Figure 1. Routed metal per tile.
Scale bar: 20 um. 15 x 15 tiles, from dark blue (low) to red (high), scaled to the fullest tile. Values are wire area over tile area, all layers added.
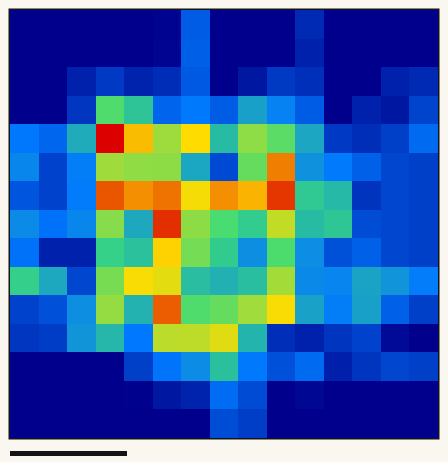
Figure 2. Cell area per tile.
Scale bar: 20 um. 7 x 7 tiles, from dark blue (low) to red (high), 0 to 100% covered.
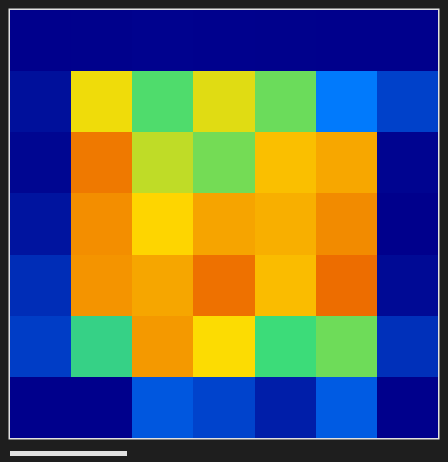
Figure 3. Placed cells, one colour a class.
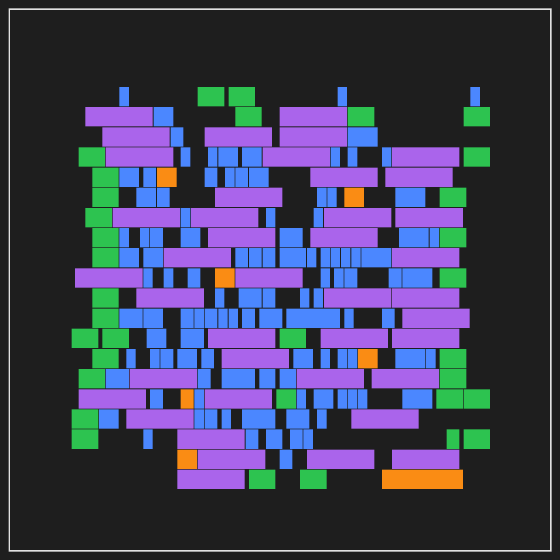
Figure 4. Track usage over the die.
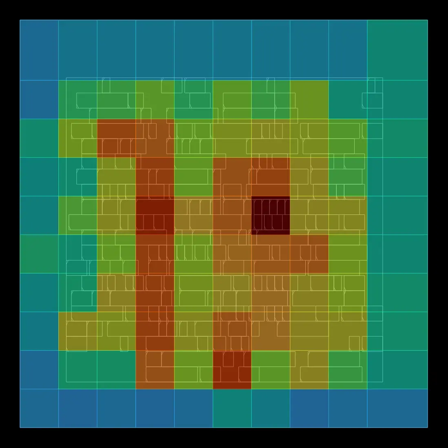
Figure 5. Drive-strength map.
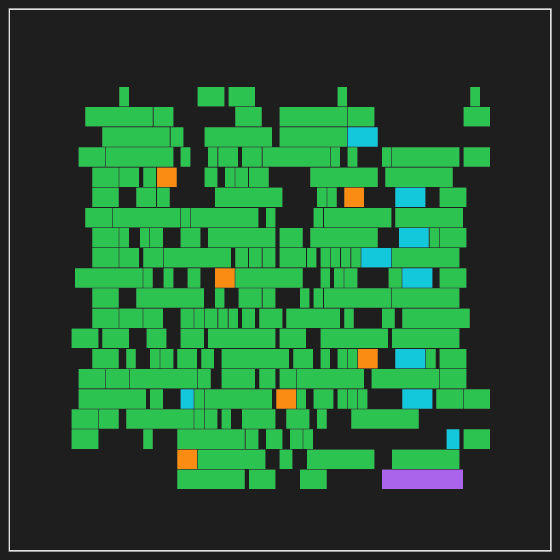
==> config.mk <==
export PLATFORM = sky130hd
export DESIGN_NAME = serial_addsub
export DESIGN_NICKNAME = d
export VERILOG_FILES = /design/src/rtl/serial_addsub.sv
export SDC_FILE = /design/constraint.sdc
export NUM_CORES = 1
export LEC_CHECK = 0
export CAP_MARGIN = 5
export CORE_MARGIN = 8
export CORE_UTILIZATION = 53
export DETAILED_ROUTE_END_ITERATION = 16
export MAX_ROUTING_LAYER = met4
export PLACE_DENSITY = 0.86
export RECOVER_POWER = 50
export SLEW_MARGIN = 20
export SYNTH_ARGS = -nofsm -noshare
export SYNTH_HDL_FRONTEND = slang
export SYNTH_SLANG_ARGS = --single-unit
export TNS_END_PERCENT = 30
==> constraint.sdc <==
create_clock -name clk -period 3.7 [get_ports clk]
set_clock_uncertainty 0.15 [all_clocks]
set_input_delay 0.37 -clock clk [delete_from_list [all_inputs] [get_ports clk]]
set_output_delay 0.37 -clock clk [all_outputs]
set_load 0.02 [all_outputs]
==> results.py <==
# Auto-generated metrics
metrics = {
    "outcome": {
        "status": "complete, no violations",
    },
    "setup_path": {
        "ff2ff_path_depth": 4,
        "path_buffers": 0,
        "crit_required_ns": 3.79,
        "criticalPathCategory": "reg -> reg",
        "path_depth": 4,
        "crit_path_start_kind": "flop",
        "worstPathArrival_ns": 1.97,
        "rrSetupSlack_ns": 1.82,
    },
    "synthesis": {
        "ys_sh_adder": 0.02626,
        "most_common_cell": "dfrtp_1",
        "syn_inst": 162,
        "ys_area_um2": 1715,
        "top_cells_by_area": "dfrtp_1, nand2_1, a22oi_1, nand3_1, mux2_2",
        "async_flop_share": 1.000,
    },
    "routing": {
        "first_pass_iters": 4,
        "ant_nets": 0,
        "drt_iter0_drc": 61,
    },
    "pwr": {
        "p_seq_uw": 769,
        "power_clock_uw": 272,
        "worst_ir_drop_vdd_mv": 0.3674,
        "power_frac_comb": 0.407,
        "cellPowerDensity_nw_per_um2": 831.6,
        "total_power_mw": 1.756,
    },
    "clock_tree": {
        "cts_setup_buffers": 0,
        "cts_buffer_depth": 2,
        "postCtsHoldBufs": 1,
        "cts-resized-gates": 0,
        "htree_levels": 2,
    },
    "final_timing": {
        "drv_slew": 0,
        "max_slew_margin": 0.4176,
        "period_needed_ns": 1.884,
        "worst_pin_slew_ns": 0.8736,
        "grt_setup_unrepaired": "false",
    },
    "floorplan": {
        "io_pins": 33,
        "die-area_um2": 5313,
    },
    "finish": {
        "drive_above_1_share": 0.08377,
        "final_cell_count_no_fill": 235,
        "diodes": 0,
        "nNetsFinal": 215,
        "n_fill_cell": 256,
    },
    "flow_run": {
        "cap_viol_max_count": 0,
    },
    "place": {
        "place_inst": 227,
    },
    "global_routing": {
        "grt_overflow_total": 0,
    },
    "worst_hold_path": {
        "min_path_cells": 2,
        "hold_path.class": "reg -> reg",
    },
}
Back to the opening pictures, Figure 1:
18% of the tiles are over half the peak. The densest ninth of the die: middle. The emptiest ninth of the die: top right. The fullest tile reaches 0.42. 28% of the tiles are nearly empty.
Avg WL per Cell: 14.31 um
GRT Total Usage: 0.1458
via count: 1285
drt total wl: 3364 um

Back to the opening pictures, Figure 2:
29% of the tiles are over 75% full. 27% of the tiles are nearly empty. The emptiest ninth of the die: top right. The densest ninth of the die: middle. The fullest tile reaches 88%. The mean over all tiles is 39%.
Init Core Util: 0.5573
Util after Layout: 0.6862
CORE AREA: 3078 um^2

Back to the opening pictures, Figure 3:
Key: purple = registers [cells 41, share of their area 50%]; green = remaining buffers and delay cells [cells 33, share of their area 16%]; orange = clock drivers and dummy loads [cells 7, share of their area 3.5%]; blue = remaining logic cells [cells 110, share of their area 31%]
row cnt: 20
final instance area: 2112 um^2
Seq/total area: 0.4858

Back to the opening pictures, Figure 4:
grt met2 use: 0.2535
met1 usage: 0.1395
GRT Max-Usage Layer: met2
grt met3 use: 0.04533

Back to the opening pictures, Figure 5:
Key: green = x1 and smaller [cells 175, share 92%]; cyan = x2 [cells 9, share 4.7%]; orange = x3 and x4 [cells 6, share 3.1%]; purple = x6 and larger [cells 1, share 0.52%]
count of plain and timing-repair buffers: 33
Area Growth Syn to Fin: 23.12%
Final WS setup: 1.816 ns

cells by family (layout without fill, tap and decap cells):
logic type	after synthesis	in the layout
flip-flops	41	41
AND/OR/NAND/NOR	66	66
buffers and inverters	17	46
multiplexers	7	7
XOR/XNOR	3	3
other	1	1
adder cells (fa/ha/maj)	3	3
AND-OR/OR-AND	24	24
layer usage:
layer  vias up  wire length (um)
met4         0                96
met3        11               209
met1       625              1396
li1        605                 -
met5         -                 0
met2        44              1661
cell type report:
cell class	instances	area (um^2)	share of cell area
inverters	6	22.52	0.01066
clock inverters	2	35.03	0.01659
flip-flops and latches	41	1026	0.4858
multi-input cells	104	613.1	0.2903
clock buffers	5	37.54	0.01777
repair buffers	33	322.8	0.1528
well taps	44	55.05	0.02607
Power figures rest on the tool's default switching activity, not on a simulated workload.
